[src/rtl/button_event_ctrl_pkg.sv]
// Shared types and default sizing for the push-button event front end.
package btn_pkg;

  localparam int unsigned WIDTH_DEF = 4;
  localparam int unsigned PULSE_DEF = 150;
  localparam int unsigned ID_W      = $clog2(WIDTH_DEF);
  localparam int unsigned CNT_W     = $clog2(PULSE_DEF + 1);

  // Output handshake state: nothing offered / event offered and held.
  typedef enum logic {
    IDLE = 1'b0,
    HOLD = 1'b1
  } evt_state_t;

  // Width helper that never returns zero (a 1-value range still needs a bit).
  function automatic int unsigned clog2_min1(input int unsigned v);
    return (v > 1) ? $clog2(v) : 1;
  endfunction

endpackage

[src/rtl/button_event_ctrl_if.sv]
// Valid/ready event port carrying the channel index of a button press.
interface button_evt_if #(
  parameter int unsigned WIDTH = 4
) ();

  localparam int unsigned ID_W = (WIDTH > 1) ? $clog2(WIDTH) : 1;

  logic            evt_valid;
  logic [ID_W-1:0] evt_id;
  logic            evt_ready;

  modport master (output evt_valid, output evt_id, input  evt_ready);
  modport slave  (input  evt_valid, input  evt_id, output evt_ready);

endinterface

[src/rtl/button_event_ctrl_debounce_chan.sv]
// One button channel: saturating sample counter, debounced level, rising-edge pulse.
module debounce_chan #(
  parameter int unsigned PULSE_CNT_MAX = 150,
  parameter int unsigned CNT_W         = 8
) (
  input  logic clk,
  input  logic rst_n,
  input  logic i_sync,
  input  logic i_tick,
  output logic o_level,
  output logic o_press
);

  localparam logic [CNT_W-1:0] CNT_MAX = CNT_W'(PULSE_CNT_MAX);

  logic [CNT_W-1:0] r_cnt;
  logic [CNT_W-1:0] w_cnt_nxt;
  logic             r_level;
  logic             r_level_d;

  // Next count: any low sample restarts, high samples on a tick count up and saturate.
  always_comb begin
    w_cnt_nxt = r_cnt;
    if (!i_sync) begin
      w_cnt_nxt = '0;
    end else if (i_tick && (r_cnt != CNT_MAX)) begin
      w_cnt_nxt = r_cnt + 1'b1;
    end
  end

  // Counter, level and delayed level; level is registered from the next count so it tracks r_cnt.
  always_ff @(posedge clk or negedge rst_n) begin
    if (!rst_n) begin
      r_cnt     <= '0;
      r_level   <= 1'b0;
      r_level_d <= 1'b0;
    end else begin
      r_cnt     <= w_cnt_nxt;
      r_level   <= (w_cnt_nxt == CNT_MAX);
      r_level_d <= r_level;
    end
  end

  assign o_level = r_level;
  assign o_press = r_level & ~r_level_d;

endmodule

[src/rtl/button_event_ctrl.sv]
// Push-button front end: synchronize, debounce, detect presses, queue one per
// channel and round-robin them onto a single valid/ready event port.
module button_event_ctrl
  import btn_pkg::*;
#(
  parameter int unsigned WIDTH          = 4,
  parameter int unsigned SAMPLE_CNT_MAX = 25000,
  parameter int unsigned PULSE_CNT_MAX  = 150
) (
  input  logic             clk,
  input  logic             rst_n,
  input  logic [WIDTH-1:0] btn_async,
  output logic [WIDTH-1:0] btn_level,
  button_evt_if.master     evt,
  output logic [WIDTH-1:0] evt_overflow,
  input  logic             ovf_clear
);

  localparam int unsigned L_ID_W  = clog2_min1(WIDTH);
  localparam int unsigned L_CNT_W = clog2_min1(PULSE_CNT_MAX + 1);
  localparam int unsigned TMR_W   = clog2_min1(SAMPLE_CNT_MAX);
  localparam logic [TMR_W-1:0]  TMR_LAST = TMR_W'(SAMPLE_CNT_MAX - 1);
  localparam logic [L_ID_W-1:0] PTR_INIT = L_ID_W'(WIDTH - 1);

  logic [WIDTH-1:0]  r_sync1;
  logic [WIDTH-1:0]  r_sync2;
  logic [TMR_W-1:0]  r_tmr;
  logic              w_tick;
  logic [WIDTH-1:0]  w_level;
  logic [WIDTH-1:0]  w_press;
  logic [WIDTH-1:0]  r_pend;
  logic [WIDTH-1:0]  r_ovf;
  logic [WIDTH-1:0]  w_grant;
  logic              w_grant_en;
  logic              w_found;
  logic [L_ID_W-1:0] w_winner;
  logic [L_ID_W-1:0] r_ptr;
  logic [L_ID_W-1:0] r_id;
  logic              r_valid;
  evt_state_t        r_state;

  // Two-stage synchronizer for the raw buttons.
  always_ff @(posedge clk or negedge rst_n) begin
    if (!rst_n) begin
      r_sync1 <= '0;
      r_sync2 <= '0;
    end else begin
      r_sync1 <= btn_async;
      r_sync2 <= r_sync1;
    end
  end

  // Free-running sample timer shared by all channels.
  always_ff @(posedge clk or negedge rst_n) begin
    if (!rst_n) begin
      r_tmr <= '0;
    end else if (w_tick) begin
      r_tmr <= '0;
    end else begin
      r_tmr <= r_tmr + 1'b1;
    end
  end

  assign w_tick = (r_tmr == TMR_LAST);

  for (genvar g = 0; g < WIDTH; g++) begin : g_chan
    debounce_chan #(
      .PULSE_CNT_MAX (PULSE_CNT_MAX),
      .CNT_W         (L_CNT_W)
    ) u_chan (
      .clk     (clk),
      .rst_n   (rst_n),
      .i_sync  (r_sync2[g]),
      .i_tick  (w_tick),
      .o_level (w_level[g]),
      .o_press (w_press[g])
    );
  end

  // Round-robin pick: first pending channel after the last winner.
  always_comb begin
    w_found  = 1'b0;
    w_winner = '0;
    for (int unsigned k = 0; k < WIDTH; k++) begin
      int unsigned idx;
      idx = (32'(r_ptr) + 1 + k) % WIDTH;
      if (!w_found && r_pend[idx]) begin
        w_found  = 1'b1;
        w_winner = L_ID_W'(idx);
      end
    end
  end

  // A grant happens whenever the port is free (IDLE) or being emptied (HOLD + ready).
  always_comb begin
    w_grant    = '0;
    w_grant_en = w_found && ((r_state == IDLE) || evt.evt_ready);
    if (w_grant_en) begin
      w_grant[w_winner] = 1'b1;
    end
  end

  // Pending presses and sticky overflow; a press on a channel granted this cycle re-queues cleanly.
  always_ff @(posedge clk or negedge rst_n) begin
    if (!rst_n) begin
      r_pend <= '0;
      r_ovf  <= '0;
    end else begin
      r_pend <= (r_pend & ~w_grant) | w_press;
      r_ovf  <= (r_ovf & ~{WIDTH{ovf_clear}}) | (w_press & r_pend & ~w_grant);
    end
  end

  // Output FSM with registered valid/id; reloads straight from HOLD for back-to-back events.
  always_ff @(posedge clk or negedge rst_n) begin
    if (!rst_n) begin
      r_state <= IDLE;
      r_valid <= 1'b0;
      r_id    <= '0;
      r_ptr   <= PTR_INIT;
    end else begin
      case (r_state)
        IDLE: begin
          if (w_grant_en) begin
            r_id    <= w_winner;
            r_ptr   <= w_winner;
            r_valid <= 1'b1;
            r_state <= HOLD;
          end
        end
        HOLD: begin
          if (evt.evt_ready) begin
            if (w_grant_en) begin
              r_id  <= w_winner;
              r_ptr <= w_winner;
            end else begin
              r_valid <= 1'b0;
              r_state <= IDLE;
            end
          end
        end
        default: begin
          r_valid <= 1'b0;
          r_state <= IDLE;
        end
      endcase
    end
  end

  assign btn_level     = w_level;
  assign evt_overflow  = r_ovf;
  assign evt.evt_valid = r_valid;
  assign evt.evt_id    = r_id;

endmodule

[src/flat_wrapper.sv]
// flat-port wrapper written by rule: the top's interface ports become plain ports
module button_event_ctrl_flat import btn_pkg::*;
#(
  parameter int unsigned WIDTH          = 4,
  parameter int unsigned SAMPLE_CNT_MAX = 25000,
  parameter int unsigned PULSE_CNT_MAX  = 150
)
  (clk, rst_n, btn_async, btn_level, evt_overflow, ovf_clear, evt_evt_valid, evt_evt_id, evt_evt_ready);
  button_evt_if #(.WIDTH(WIDTH)) evt_i ();
  input  logic clk;
  input  logic rst_n;
  input  logic [WIDTH-1:0] btn_async;
  output logic [WIDTH-1:0] btn_level;
  output logic [WIDTH-1:0] evt_overflow;
  input  logic ovf_clear;
  output wire logic [$bits(evt_i.evt_valid)-1:0] evt_evt_valid;
  output wire logic [$bits(evt_i.evt_id)-1:0] evt_evt_id;
  input wire logic [$bits(evt_i.evt_ready)-1:0] evt_evt_ready;
  assign evt_evt_valid = evt_i.evt_valid;
  assign evt_evt_id = evt_i.evt_id;
  assign evt_i.evt_ready = evt_evt_ready;
  button_event_ctrl #(.WIDTH(WIDTH), .SAMPLE_CNT_MAX(SAMPLE_CNT_MAX), .PULSE_CNT_MAX(PULSE_CNT_MAX)) u_core (.clk(clk), .rst_n(rst_n), .btn_async(btn_async), .btn_level(btn_level), .evt(evt_i), .evt_overflow(evt_overflow), .ovf_clear(ovf_clear));
endmodule
[config.mk]
export PLATFORM = sky130hd
export DESIGN_NAME = button_event_ctrl_flat
export DESIGN_NICKNAME = d
export VERILOG_FILES = /design/src/rtl/button_event_ctrl_pkg.sv /design/src/rtl/button_event_ctrl_if.sv /design/src/rtl/button_event_ctrl_debounce_chan.sv /design/src/rtl/button_event_ctrl.sv /design/src/flat_wrapper.sv
export SDC_FILE = /design/constraint.sdc
export NUM_CORES = 1
export LEC_CHECK = 0
export CAP_MARGIN = 20
export CORE_ASPECT_RATIO = 0.6
export CORE_MARGIN = 2
export CORE_UTILIZATION = 50
export DETAILED_ROUTE_END_ITERATION = 6
export PLACE_DENSITY = 0.71
export SYNTH_ARGS = -nofsm -noshare
export SYNTH_HDL_FRONTEND = slang
export SYNTH_SLANG_ARGS = --single-unit
export TNS_END_PERCENT = 10
[constraint.sdc]
create_clock -name clk -period 2.6 [get_ports clk]
set_clock_uncertainty 0.15 [all_clocks]
set_input_delay 0.65 -clock clk [delete_from_list [all_inputs] [get_ports clk]]
set_output_delay 0.65 -clock clk [all_outputs]
set_load 0.02 [all_outputs]
==> images/sizes.png <==
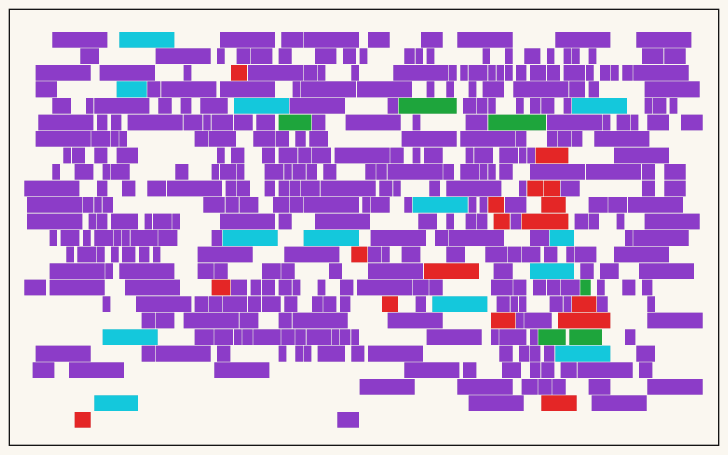
_6 and larger: in cyan, cells 13. _0 and _1 cells: in purple, cells 375. _2 cells: in green, cells 6. _3 and _4 cells: in red, cells 17.

==> images/placement.png <==
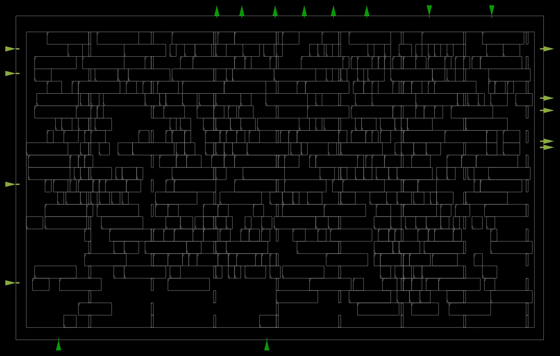
num rows: 24
Core Area: 0.00733 sq mm
registers: 77

==> flow_summary.json <==
{
  "nNonClkBuffers": 27,
  "cts_root_buf": "clkbuf_16",
  "top_area_cell": "dfrtp_1",
  "synth.top_cells.by_count": "dfrtp_1 (75), nand2_1 (36), nor2_1 (34), and2_1 (24), xnor2_1 (21)",
  "logic_gates": 274,
  "post-cts-setup-buffer-count": 0,
  "swShare": 0.264,
  "fp_util": 0.519,
  "fmax_mhz": 399,
  "fin_area_sq_mm": 0.00448,
  "crit_type": "register to register",
  "max-vdd-ir-drop_uv": 357,
  "p_int_mw": 2.09,
  "synthFlopType": "dfrtp_1",
  "avgSynthCellArea_sq_um": 10.0,
  "cts_buffers": 9,
  "lay_top_cells": "dfrtp_1 (75), nand2_1 (36), nor2_1 (34)",
  "synth_top_area_share": 0.494,
  "placed_cells": 496,
  "drv_slew": 0,
  "grtUsageTotal": 0.200,
  "comb_share": 0.404,
  "flop_area_sq_mm": 0.00193,
  "inv_count": 17,
  "syn_nets": 396,
  "htreeDepth": 3,
  "power_frac_clock": 0.399,
  "final_util": 0.611,
  "finalSetupViolCount": 0,
  "hp-class": "input port to asynchronous set/reset pin",
  "status": "finished clean",
  "n_clock_buffer": 13,
  "diodes": 0,
  "async_flop_share": 1.00,
  "cts_resized": 1,
  "chipArea_sq_mm": 0.00834,
  "rrSetupSlack_ps": 90,
  "drive_gt1_frac": 0.0876,
  "yosysUniqueCellTypes": 48,
  "final_net_count": 423,
  "p_sw_mw": 0.752,
  "routed_wl_microns": 7610,
  "cts_sinks": 77
}
==> images/wires.png <==
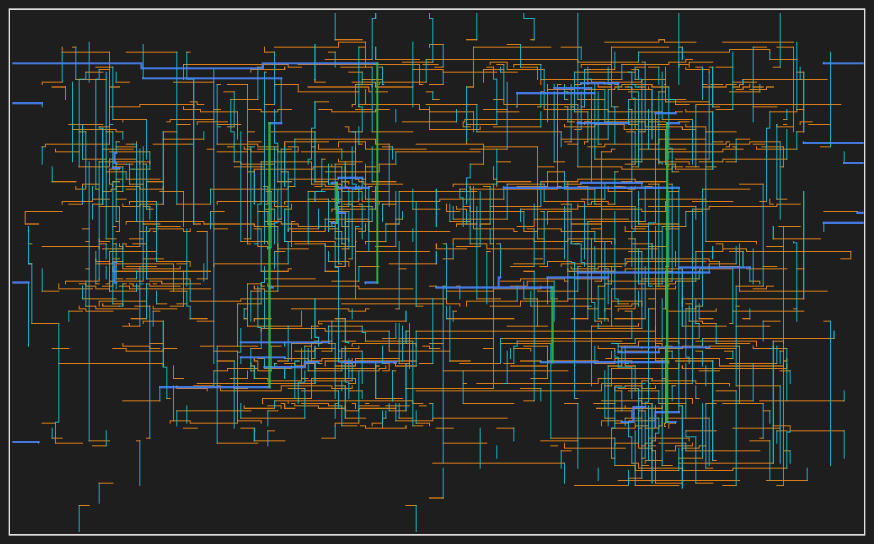
metal 4: in green, wire length 122 microns. metal 3: in blue, wire length 334 microns. metal 1: in orange, wire length 3,910 microns. metal 2: in cyan, wire length 3,240 microns.

[per-stage QoR]
stage	hold slack (ps)	TNS, ps
2_1_floorplan	181	0
4_1_cts	194	0
3_3_place_gp	181	0
6_report	168	0
5_1_grt	203	-8.85
3_5_place_dp	186	0
[worst max-delay path, cell delays in order (launching register included)]
cell and delay [ps]:
dfrtp_1 400, ha_4 160, or4bb_4 470, nor4_4 250, buf_6 150, or2b_4 300
and2_1 190, a31oi_2 230, nor4b_4 70
[power groups by stage]
stage	Clock (mW)	Sequential [mW]	Combinational, mW
final	1.13	1.35	0.358
after global routing	1.22	1.36	0.406
after CTS	1.17	1.35	0.358
after detailed placement	0	1.37	0.354
after global placement	0	1.37	0.342
after floorplan	0	1.38	0.202
[flip-flops by register name (all words and copies together) (netlist names)]
name and flops:
u_core.g_chan.u_chan.r_cnt 32, u_core.r_tmr 15, u_core.r_state 1, u_core.g_chan.u_chan.o_level 4, u_core.evt_overflow 4, u_core.r_sync2 4
u_core.r_sync1 4, u_core.g_chan.u_chan.r_level_d 4, u_core.evt.evt_valid 1, u_core.r_pend 4, u_core.r_ptr 2, u_core.evt.evt_id 2
[cells by family (layout without fill, tap and decap cells)]
logic type / count (synthesis) / after routing / synth area share
simple gates: 181 / 181 / 0.270
compound gates: 48 / 48 / 0.0774
buf+inv: 28 / 60 / 0.0316
flops: 77 / 77 / 0.508
fa+ha+maj: 9 / 9 / 0.0296
mux: 4 / 4 / 0.0105
xor+xnor: 32 / 32 / 0.0737
[metal layers]
layer / vias to the layer above / track usage / routed length [microns]
li1: 1377 / - / -
met1: 1356 / 0.293 / 3910
met2: 77 / 0.278 / 3240
met3: 12 / 0.0567 / 334
met4: 0 / 0.0889 / 122
met5: - / 0 / 0
